$ cat src/rtl/alu_share_arbiter.sv
`default_nettype none
// ============================================================================
// Module      : alu_share_arbiter
// Description : Shares one combinational ALU (add/sub/and/xor with signed
//               overflow) between two requesters. A round-robin arbiter picks
//               a winner in IDLE and registers its operands onto the ALU
//               inputs. The ALU result and overflow flag are captured one
//               cycle later and presented on a valid/ready response channel.
//               Per-requester completion counters wrap silently.
//
// Ports       : clk, rst_n           - clock, asynchronous active-low reset
//               reqN_valid/ready     - request handshake, requester N (0/1)
//               reqN_a/b/op          - operands and opcode, requester N
//               alu_a/alu_b/alu_ctrl - registered operands/opcode to the ALU
//               alu_out/alu_overflow - combinational ALU result and flag
//               resp_valid/ready     - response handshake
//               resp_data/overflow   - captured result and overflow flag
//               resp_id              - requester that issued the result
//               done_cnt0/1          - completed transactions per requester
//
// Revision    : 1.0 - initial release
// ============================================================================
module alu_share_arbiter #(
    parameter int WIDTH = 64,
    parameter int CNT_W = 16
) (
    input  logic             clk,
    input  logic             rst_n,
    input  logic             req0_valid,
    output logic             req0_ready,
    input  logic [WIDTH-1:0] req0_a,
    input  logic [WIDTH-1:0] req0_b,
    input  logic [1:0]       req0_op,
    input  logic             req1_valid,
    output logic             req1_ready,
    input  logic [WIDTH-1:0] req1_a,
    input  logic [WIDTH-1:0] req1_b,
    input  logic [1:0]       req1_op,
    output logic [WIDTH-1:0] alu_a,
    output logic [WIDTH-1:0] alu_b,
    output logic [1:0]       alu_ctrl,
    input  logic [WIDTH-1:0] alu_out,
    input  logic             alu_overflow,
    output logic             resp_valid,
    input  logic             resp_ready,
    output logic [WIDTH-1:0] resp_data,
    output logic             resp_overflow,
    output logic             resp_id,
    output logic [CNT_W-1:0] done_cnt0,
    output logic [CNT_W-1:0] done_cnt1
);

    typedef enum logic [1:0] {
        ST_IDLE = 2'd0,
        ST_EXEC = 2'd1,
        ST_RESP = 2'd2
    } state_t;

    localparam logic [CNT_W-1:0] c_CNT_ONE = {{(CNT_W-1){1'b0}}, 1'b1};

    state_t r_state;
    logic   r_last_grant;   // requester granted most recently
    logic   w_idle;
    logic   w_grant0;
    logic   w_grant1;

    // rst_n is folded in so that no ready is visible while reset is held,
    // even though the state register already reads IDLE.
    assign w_idle = rst_n && (r_state == ST_IDLE);

    // Contention goes to the requester that was not granted last time.
    assign w_grant0 = w_idle && req0_valid && (!req1_valid || r_last_grant);
    assign w_grant1 = w_idle && req1_valid && (!req0_valid || !r_last_grant);

    assign req0_ready = w_grant0;
    assign req1_ready = w_grant1;

    always_ff @(posedge clk or negedge rst_n) begin
        if (!rst_n) begin
            r_state       <= ST_IDLE;
            r_last_grant  <= 1'b1;
            alu_a         <= '0;
            alu_b         <= '0;
            alu_ctrl      <= 2'b00;
            resp_valid    <= 1'b0;
            resp_data     <= '0;
            resp_overflow <= 1'b0;
            resp_id       <= 1'b0;
            done_cnt0     <= '0;
            done_cnt1     <= '0;
        end else begin
            case (r_state)
                ST_IDLE: begin
                    if (w_grant0 || w_grant1) begin
                        alu_a        <= w_grant1 ? req1_a  : req0_a;
                        alu_b        <= w_grant1 ? req1_b  : req0_b;
                        alu_ctrl     <= w_grant1 ? req1_op : req0_op;
                        resp_id      <= w_grant1;
                        r_last_grant <= w_grant1;
                        r_state      <= ST_EXEC;
                    end
                end
                ST_EXEC: begin
                    resp_data     <= alu_out;
                    // Overflow is meaningless for the logical ops (1x).
                    resp_overflow <= alu_overflow && !alu_ctrl[1];
                    resp_valid    <= 1'b1;
                    r_state       <= ST_RESP;
                end
                ST_RESP: begin
                    if (resp_ready) begin
                        resp_valid <= 1'b0;
                        if (resp_id) begin
                            done_cnt1 <= done_cnt1 + c_CNT_ONE;
                        end else begin
                            done_cnt0 <= done_cnt0 + c_CNT_ONE;
                        end
                        r_state <= ST_IDLE;
                    end
                end
                default: begin
                    r_state <= ST_IDLE;
                end
            endcase
        end
    end

endmodule
`default_nettype wire
$ cat config.mk
export PLATFORM = sky130hd
export DESIGN_NAME = alu_share_arbiter
export DESIGN_NICKNAME = d
export VERILOG_FILES = /design/src/rtl/alu_share_arbiter.sv
export SDC_FILE = /design/constraint.sdc
export NUM_CORES = 1
export LEC_CHECK = 0
export CAP_MARGIN = 20
export CORE_AREA = 2 2 217 219
export DETAILED_ROUTE_END_ITERATION = 16
export DIE_AREA = 0 0 219 221
export HOLD_SLACK_MARGIN = 0.02
export PLACE_DENSITY = 0.57
export SLEW_MARGIN = 10
export SYNTH_ARGS = -nofsm -noshare
export SYNTH_HDL_FRONTEND = slang
export SYNTH_SLANG_ARGS = --single-unit
$ cat constraint.sdc
create_clock -name clk -period 2.15 [get_ports clk]
set_clock_uncertainty 0.15 [all_clocks]
set_input_delay 0.215 -clock clk [delete_from_list [all_inputs] [get_ports clk]]
set_output_delay 0.215 -clock clk [all_outputs]
set_load 0.005 [all_outputs]
Fig. 1: power grid
Bar = 50 µm. Pins as bars on the die edge.
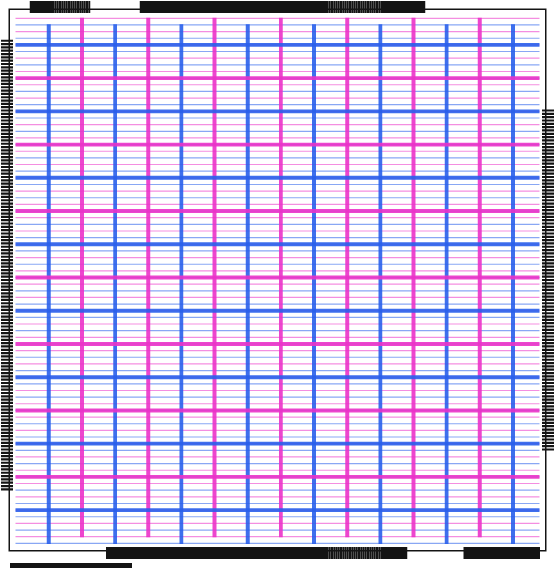
legend:
  VSS:
    colour: blue
  VDD:
    colour: magenta
met5 straps: 15
met4 straps: 15
total core area: 46060 µm²
maximum vdd ir drop: 0.8359 mV
Die H: 221 µm
die width: 219 µm

Fig. 2: cell classes on the final placement
Bar = 50 µm.
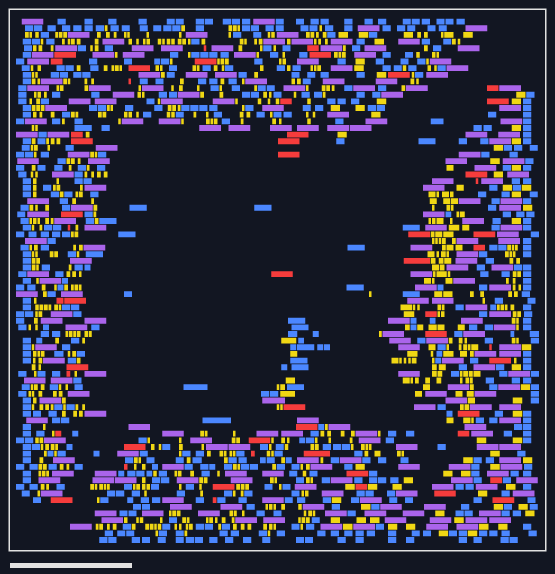
legend:
  flops:
    colour: purple
    cells: 232
    share_of_their_area: 34%
  clock drivers and dummy loads:
    colour: red
    cells: 52
    share_of_their_area: 5.8%
  other buffers and delay cells:
    colour: blue
    cells: 617
    share_of_their_area: 37%
  combinational and other logic:
    colour: yellow
    cells: 704
    share_of_their_area: 23%
design area: 17660 µm²
std cell rows: 79
Finished Core Util: 38.33%

==> Changelog: implementation <==
### Physical design

* Cell Type Count at 34
* CTS H-Tree Depth at 1
* Total wire length at 38410 µm
* R2R Setup Slk at 0.13 ns
* Met3 WL at between 3000 and 4000 µm
* Worst-path clk slew at around 0.060 ns
* Initial antenna violation count at 0
* Largest net degree at the start of global routing at 132
* Synth Area in Simple Gates at between 10% and 20%
* Final setup fails at 0
* Layout Nets at 1915
* Grt total ovfl at 0
* Area grow syn2layout at 79.01%
* Clk root buf: clkbuf_16
* Yosys Instances at 1001
* Wire length on met1 at roughly 15000 µm
* Max Used Layer: met4
* Comb area leader: simple AND/OR/NAND/NOR gates
* Mux frac, synth at around 7.3%
* DR WL/cell at 17.36 µm
* Fin crit share at 98.74%
* Clk buf depth at 3
* FA/HA/MAJ Cells, Area Fraction at 0.2537%
* Diode count at 0
* Worst setup SP type: flip-flop
* Fraction of layout cells with a size suffix above 1 at a little under an eighth
* Synth flops at 232
* FMAX at around 470 MHz
* Post-Synthesis Cell Area at 9863 µm²
* I/O pins at 561
* Post-DP HPWL at around 28000 µm
* First-pass GRT wire length at 57870 µm
* Status: finished clean
* Minimum clock period at 2.123 ns
* ANT nets after route at 0
* Iteration tally of the first detailed-router pass at 5
* Chip area at slightly below 50000 µm²
==> worst max-delay path: stages (launching register included) <==
cell and delay, ns:
dfrtp_1 0.38, nor3b_2 0.25, buf_4 0.18, buf_6 0.10
nand3_4 0.11, inv_8 0.10, buf_6 0.09
==> registers in the layout, summed over array words and instances (netlist names) <==
signal         cells
done_cnt0         16
alu_a             64
done_cnt1         16
r_state            2
alu_ctrl           2
resp_overflow      1
resp_valid         1
resp_id            1
r_last_grant       1
resp_data         64
alu_b             64
==> repair_timing <==
item,4_1_cts,5_1_grt
buffers inserted,6,0
gates cloned,2,0
pin swaps,2,8
hold buffers,1,0
endpoints found under the hold margin,101,0
setup endpoints to repair,2,31
gates resized,14,6
==> power breakdown <==
| part | switching (mW) | total, mW | internal, mW |
|---|---|---|---|
| registers | 1.17 | 7.56 | 6.39 |
| logic | 3.60 | 9.36 | 5.76 |
| clock network | 1.93 | 4.97 | 3.04 |
==> routing by layer <==
metal  global-route usage (%)  up-vias
met5                        0        -
met4                    4.207        0
met3                    4.069       45
met2                    26.71      361
met1                    18.57     4548
li1                         -     4547
==> synthesized netlist by cell type (2+ instances only) <==
cell type,number,area (µm²)
xnor2_1,16,140.1
clkbuf_1,27,101.4
buf_1,6,22.52
nor3_1,7,35.03
a21oi_1,261,1306
nor4_2,3,37.54
nand3_1,9,45.04
nand3_2,2,20.02
and3_1,4,25.02
dfrtp_1,231,5781
inv_1,3,11.26
nand4_1,7,43.79
inv_2,2,7.510
nand2_1,158,593.1
o21ai_0,2,10.01
nor2_1,136,510.5
ha_1,2,25.02
and4_1,2,17.52
mux2_2,64,720.7
or2_2,2,12.51
buf_2,31,155.2
xor2_1,14,122.6
==> final timing paths <==
check	cells past startpoint	end	from
max in group asynchronous	4	alu_a[18]	rst_n
hold reg to reg	1	done_cnt1[15]	done_cnt1[15]
setup reg to reg	10	alu_a[27]	r_state[1]
hold / removal	3	alu_b[61]	req1_b[61]
setup / recovery	6	req0_ready	r_state[1]
min in group asynchronous	3	resp_data[52]	rst_n
==> final cells by class <==
cell class              count  area, µm²
multi-input cells         699       3774
clock buffers              44      882.1
inverters                   5      31.28
clock inverters             8      96.34
well taps                 607      759.5
flip-flops and latches    232       5807
fillers                  4611      28410
repair buffers            617       6306
==> metrics by stage <==
step | instances | hold slack [ns] | power (mW) | worst slack (ns) | TNS [ns]
final | 2212 | 0.08177 | 21.90 | 0.02714 | 0
after global routing | 2212 | 0.06563 | 23.31 | -0.05783 | -0.05783
after CTS | 2212 | 0.03629 | 22.27 | -0.03264 | -0.2302
after detailed placement | 2152 | 0.1910 | 17.00 | 0.05405 | 0
after global placement | 2152 | 0.1984 | 16.87 | 0.008044 | 0
after floorplan | 1001 | -0.2306 | 10.71 | 0.4578 | 0
==> cell families after synthesis <==
kind of cell,after synthesis
XOR/XNOR,30
flip-flops,232
adder cells (fa/ha/maj),2
multiplexers,64
buffers and inverters,70
AND/OR/NAND/NOR,340
AND-OR/OR-AND,263
Power is estimated from default activity; no workload was simulated.
